[src/rtl/memory_test_sequencer.sv]
// Memory exerciser: sweeps addresses 0..DEPTH-1 with write, read-verify or
// write-then-verify passes, counting read mismatches against a seeded pattern.
module memory_test_sequencer #(
  parameter int          ADDR_WIDTH   = 32,
  parameter int          DATA_WIDTH   = 32,
  parameter int          DEPTH        = 16,
  parameter int          READ_LATENCY = 1,
  parameter logic [31:0] SEED         = 32'hA5A5_0000,
  parameter int          ERR_WIDTH    = 16
) (
  input  logic                  clock,
  input  logic                  reset,
  input  logic                  start,
  input  logic [1:0]            mode,
  output logic                  busy,
  output logic                  done,
  output logic                  read_enable,
  output logic [ADDR_WIDTH-1:0] read_address,
  input  logic [DATA_WIDTH-1:0] read_value,
  output logic                  write_enable,
  output logic [ADDR_WIDTH-1:0] write_address,
  output logic [DATA_WIDTH-1:0] write_value,
  output logic [ERR_WIDTH-1:0]  error_count,
  output logic                  error,
  output logic [ADDR_WIDTH-1:0] first_error_address
);

  localparam int PW = (ADDR_WIDTH > 32) ? ADDR_WIDTH : 32;
  localparam logic [ADDR_WIDTH-1:0] LAST = ADDR_WIDTH'(DEPTH - 1);

  typedef enum logic [2:0] {IDLE, WRITE, READ, DRAIN, DONE} state_t;

  state_t                state, state_next;
  logic [ADDR_WIDTH-1:0] count, count_next;
  logic [3:0]            drain, drain_next;
  logic [1:0]            pass_mode, pass_mode_next;
  logic                  accept;

  logic                  chk_valid;
  logic [DATA_WIDTH-1:0] chk_expected;
  logic [ADDR_WIDTH-1:0] chk_address;

  function automatic logic [DATA_WIDTH-1:0] pattern(input logic [ADDR_WIDTH-1:0] a);
    logic [PW-1:0] s;
    s = PW'(SEED) ^ PW'(a);
    return DATA_WIDTH'(s);
  endfunction

  always_comb begin
    state_next     = state;
    count_next     = count;
    drain_next     = drain;
    pass_mode_next = pass_mode;
    accept         = 1'b0;
    case (state)
      IDLE: begin
        if (start && mode != 2'd3) begin
          accept         = 1'b1;
          pass_mode_next = mode;
          count_next     = '0;
          state_next     = (mode == 2'd0) ? READ : WRITE;
        end
      end
      WRITE: begin
        if (count == LAST) begin
          count_next = '0;
          state_next = (pass_mode == 2'd2) ? READ : DONE;
        end else begin
          count_next = count + 1'b1;
        end
      end
      READ: begin
        if (count == LAST) begin
          drain_next = '0;
          state_next = (READ_LATENCY == 0) ? DONE : DRAIN;
        end else begin
          count_next = count + 1'b1;
        end
      end
      DRAIN: begin
        if (drain == 4'(READ_LATENCY - 1)) state_next = DONE;
        else                               drain_next = drain + 4'd1;
      end
      DONE:    state_next = IDLE;
      default: state_next = IDLE;
    endcase
  end

  assign busy         = (state != IDLE);
  assign done         = (state == DONE);
  assign read_enable  = (state == READ);
  assign write_enable = (state == WRITE);
  assign error        = |error_count;

  // Address/data outputs are registered from the next counter value so they
  // track the counter while active and hold their last value otherwise.
  always_ff @(posedge clock or posedge reset) begin
    if (reset) begin
      state         <= IDLE;
      count         <= '0;
      drain         <= '0;
      pass_mode     <= 2'd0;
      read_address  <= '0;
      write_address <= '0;
      write_value   <= '0;
    end else begin
      state     <= state_next;
      count     <= count_next;
      drain     <= drain_next;
      pass_mode <= pass_mode_next;
      if (state_next == WRITE) begin
        write_address <= count_next;
        write_value   <= pattern(count_next);
      end
      if (state_next == READ) read_address <= count_next;
    end
  end

  generate
    if (READ_LATENCY == 0) begin : g_comb
      assign chk_valid    = read_enable;
      assign chk_expected = pattern(read_address);
      assign chk_address  = read_address;
    end else begin : g_pipe
      logic                  valid_pipe [READ_LATENCY];
      logic [DATA_WIDTH-1:0] exp_pipe   [READ_LATENCY];
      logic [ADDR_WIDTH-1:0] addr_pipe  [READ_LATENCY];

      always_ff @(posedge clock or posedge reset) begin
        if (reset) begin
          for (int i = 0; i < READ_LATENCY; i++) begin
            valid_pipe[i] <= 1'b0;
            exp_pipe[i]   <= '0;
            addr_pipe[i]  <= '0;
          end
        end else begin
          valid_pipe[0] <= read_enable;
          exp_pipe[0]   <= pattern(read_address);
          addr_pipe[0]  <= read_address;
          for (int i = 1; i < READ_LATENCY; i++) begin
            valid_pipe[i] <= valid_pipe[i-1];
            exp_pipe[i]   <= exp_pipe[i-1];
            addr_pipe[i]  <= addr_pipe[i-1];
          end
        end
      end

      assign chk_valid    = valid_pipe[READ_LATENCY-1];
      assign chk_expected = exp_pipe[READ_LATENCY-1];
      assign chk_address  = addr_pipe[READ_LATENCY-1];
    end
  endgenerate

  always_ff @(posedge clock or posedge reset) begin
    if (reset) begin
      error_count         <= '0;
      first_error_address <= '0;
    end else if (accept) begin
      error_count         <= '0;
      first_error_address <= '0;
    end else if (chk_valid && read_value != chk_expected) begin
      if (error_count != '1) error_count <= error_count + 1'b1;
      if (error_count == '0) first_error_address <= chk_address;
    end
  end

endmodule

[config.mk]
export PLATFORM = sky130hd
export DESIGN_NAME = memory_test_sequencer
export DESIGN_NICKNAME = d
export VERILOG_FILES = /design/src/rtl/memory_test_sequencer.sv
export SDC_FILE = /design/constraint.sdc
export NUM_CORES = 1
export LEC_CHECK = 0
export CAP_MARGIN = 5
export CORE_ASPECT_RATIO = 1.5
export CORE_UTILIZATION = 47
export DETAILED_ROUTE_END_ITERATION = 6
export PLACE_DENSITY = 0.77
export SYNTH_ARGS = -nofsm -noshare
export SYNTH_HDL_FRONTEND = slang
export SYNTH_SLANG_ARGS = --single-unit
[constraint.sdc]
create_clock -name clock -period 6 [get_ports clock]
set_clock_uncertainty 0.15 [all_clocks]
set_input_delay 0.6 -clock clock [delete_from_list [all_inputs] [get_ports clock]]
set_output_delay 0.6 -clock clock [all_outputs]
set_load 0.03 [all_outputs]
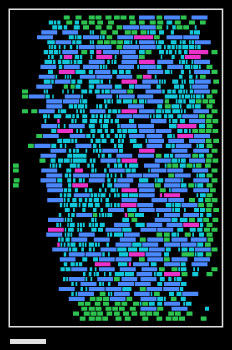
*Cells coloured by class*
Scale bar: 20 um.
colour	class	cells
blue	registers	202
green	remaining buffers and delay cells	192
cyan	remaining logic cells	583
magenta	clock drivers and dummy loads	31
final core occ: 61.3%
cell row count: 62
Final Instance Area: 0.0118 sq mm
Seq area share: 42.8%
Core Region: 0.0192 sq mm

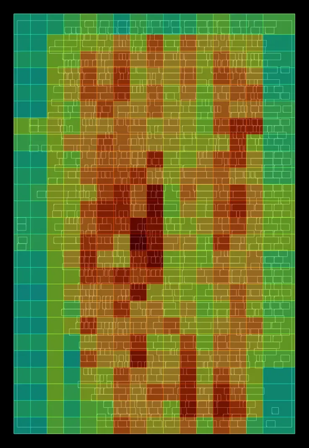
*Routing congestion*
busiest grt layer: met2
routed length per placed instance: 19.1 um
met3 GRT Util: 2.82%

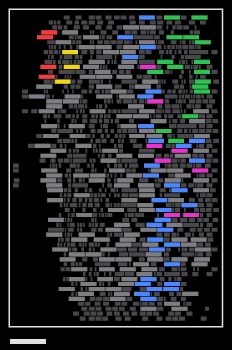
*Where the registers sit*
Scale bar: 20 um.
colour	netlist name	flops
blue	chk_address	32
yellow	state	3
green	error_count	16
magenta	chk_expected	8
red	drain	4
not coloured	139
Sequential Area: 0.00505 sq mm
Seq power: 1.96 mW

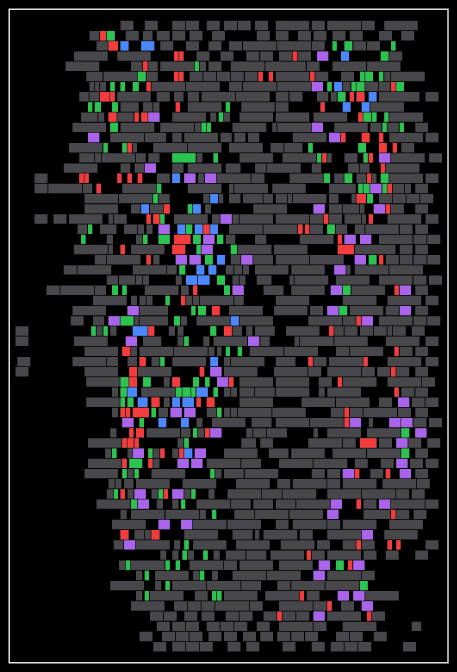
*Logic cells by family*
colour	family	cells
red	nor cells	114
purple	xor and xnor cells	70
green	nand cells	125
blue	and/or cells	30
most numerous logic cell after layout: dfrtp_1
final std cells w/o fill: 1264

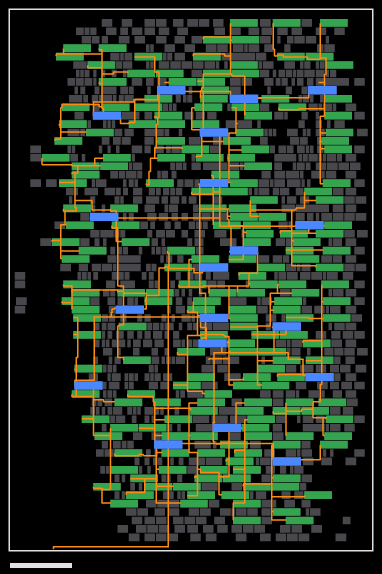
*Clock wires, drivers and flops*
Scale bar: 20 um.
[blue] clock-net drivers | count: 19
[orange] clock wires | length: 2250 um
[green] flip-flops | count: 202
routed clock nets	20
flops lie	all over the die
clk pwr: 1.25 mW
Clock Power Share: 23.9%

==> flow_summary.yaml <==
# flow metrics
synthesis:
  synth.cell_area_sq_mm: 0.00929
  synthFlopType: "dfrtp_1"
  yosys.area.top_type: "dfrtp_1"
  syn_inst: 854
  ys.warnings.count: 0
  avgSynthCellArea_sq_um: 10.9
  ys_ff: 202
  ys_async_sr_fraction_pct: 100
  ys_seq_share_pct: 54.4
pwr:
  switchingPower_mw: 2.03
  comb_power_share_pct: 38.5
  swShare_pct: 38.9
  power.group.top: "combinational cells"
  total_power_mw: 5.22
  power_frac_seq_pct: 37.6
  p_per_area_mw_per_mm2: 442
grt:
  grt_pass1_wl_mm: 37.6
  grt_max_degree: 122
  grt_overflow: 0
  grt_pass1_vias: 6858
floorplanning:
  n_tap_cell: 256
  die_width_um: 117
final_layout:
  diodes: 0
  syn_to_final_growth_pct: 27.1
  seq_cells: 202
  comb_area_share_pct: 32.0
  clockBufferCount: 23
  inv_count: 24
  drive_gt1_share_pct: 8.73
  fillerInstances: 1607
worst_setup_path:
  critPathKind: "register to register"
  cp-endpoint: "read_address[3]"
  cpPeakStageDelay_ns: 1.04
  cp-startpoint: "count[0]"
  slowest_stage: "nor3_1"
  start_kind: "register"
  crit_chain: "ha_1 > nand3_2 > or4_4 > nor3_1 > a21o_1 > o2bb2ai_1 > mux2_2"
  rr_startpoint: "count[0]"
  worstSetupEndpointType: "register"
  arrival_ns: 4.22
  path_buffers: 0
final_timing:
  worst_slew_pin_slew_ns: 1.29
  finalCritPeriodShare_pct: 66.0
  maxClockFrequency_mhz: 253
  finalHoldViolations: 0
  setup_viol: 0
place:
  dp_cells: 1233
  place_area_sq_mm: 0.0112
  dp_hpwl_mm: 17.5
clocking:
  cts_root_buf: "clkbuf_16"
  post_cts_resized: 0
  htreeDepth: 1
  cts_sinks: 202
  cts_hold_buffers: 0
  clkSlewWorstSetupHoldPaths_ns: 0.07
hold_path:
  worstHoldPathType: "register to register"
flow_run:
  warnings: 30
route:
  ant_nets: 0
  wirelength_mm: 24.1
outcome:
  outcome: "finished clean"
[layer usage]
metal	global-route usage, %	share of wire (%)	wire [um]
met5	0	0	0
met2	42.3	53	12700
met4	10.1	3.8	924
met1	29.5	39	9390
met3	2.82	4.6	1120
[stage by stage]
stage | util, % | setup slack, ns
after floorplan | - | 2.63
after global placement | 58.0 | 2.22
after detailed placement | 58.0 | 2.14
after CTS | 61.3 | 2.08
after global routing | 61.3 | 1.85
final | 61.3 | 2.04
[synth_stat cells, types with 5 or more instances]
| cell type | count |
|---|---|
| dfrtp_1 | 202 |
| nor2_1 | 83 |
| nand2_1 | 74 |
| o21ai_0 | 62 |
| xnor2_1 | 55 |
| mux2i_1 | 37 |
| buf_4 | 27 |
| inv_1 | 23 |
| clkbuf_1 | 22 |
| nand4_1 | 22 |
| o2bb2ai_2 | 20 |
| a21oi_1 | 19 |
| nand3_1 | 19 |
| xor2_1 | 15 |
| buf_2 | 14 |
| and3_1 | 13 |
| o31ai_1 | 12 |
| nor4_1 | 10 |
| a21o_1 | 9 |
| nor3_1 | 8 |
| a211oi_1 | 6 |
| ha_1 | 6 |
| nand2b_1 | 6 |
| o22a_1 | 6 |
| o2bb2ai_1 | 6 |
| a31o_2 | 5 |
| a31oi_1 | 5 |
| mux2_2 | 5 |
[sequential cells by signal, summed over array words and instances, names as in the netlist]
register and cells:
write_address 32, chk_address 32, first_error_address 32, read_address 32, chk_expected 8, error_count 16
state 3, write_value 8, drain 4, count 32, chk_valid 1, pass_mode 2
[cells by family after synthesis]
family,after synthesis,share of synthesized area (%)
buffers and inverters,93,5.28
AOI/OAI and AO/OA,172,13.9
DFF,202,54.4
muxes,42,4.60
adders and majority gates,6,0.808
and+or+nand+nor,269,14.3
xor gates and xnor gates,70,6.60
Power is estimated from default activity; no workload was simulated.
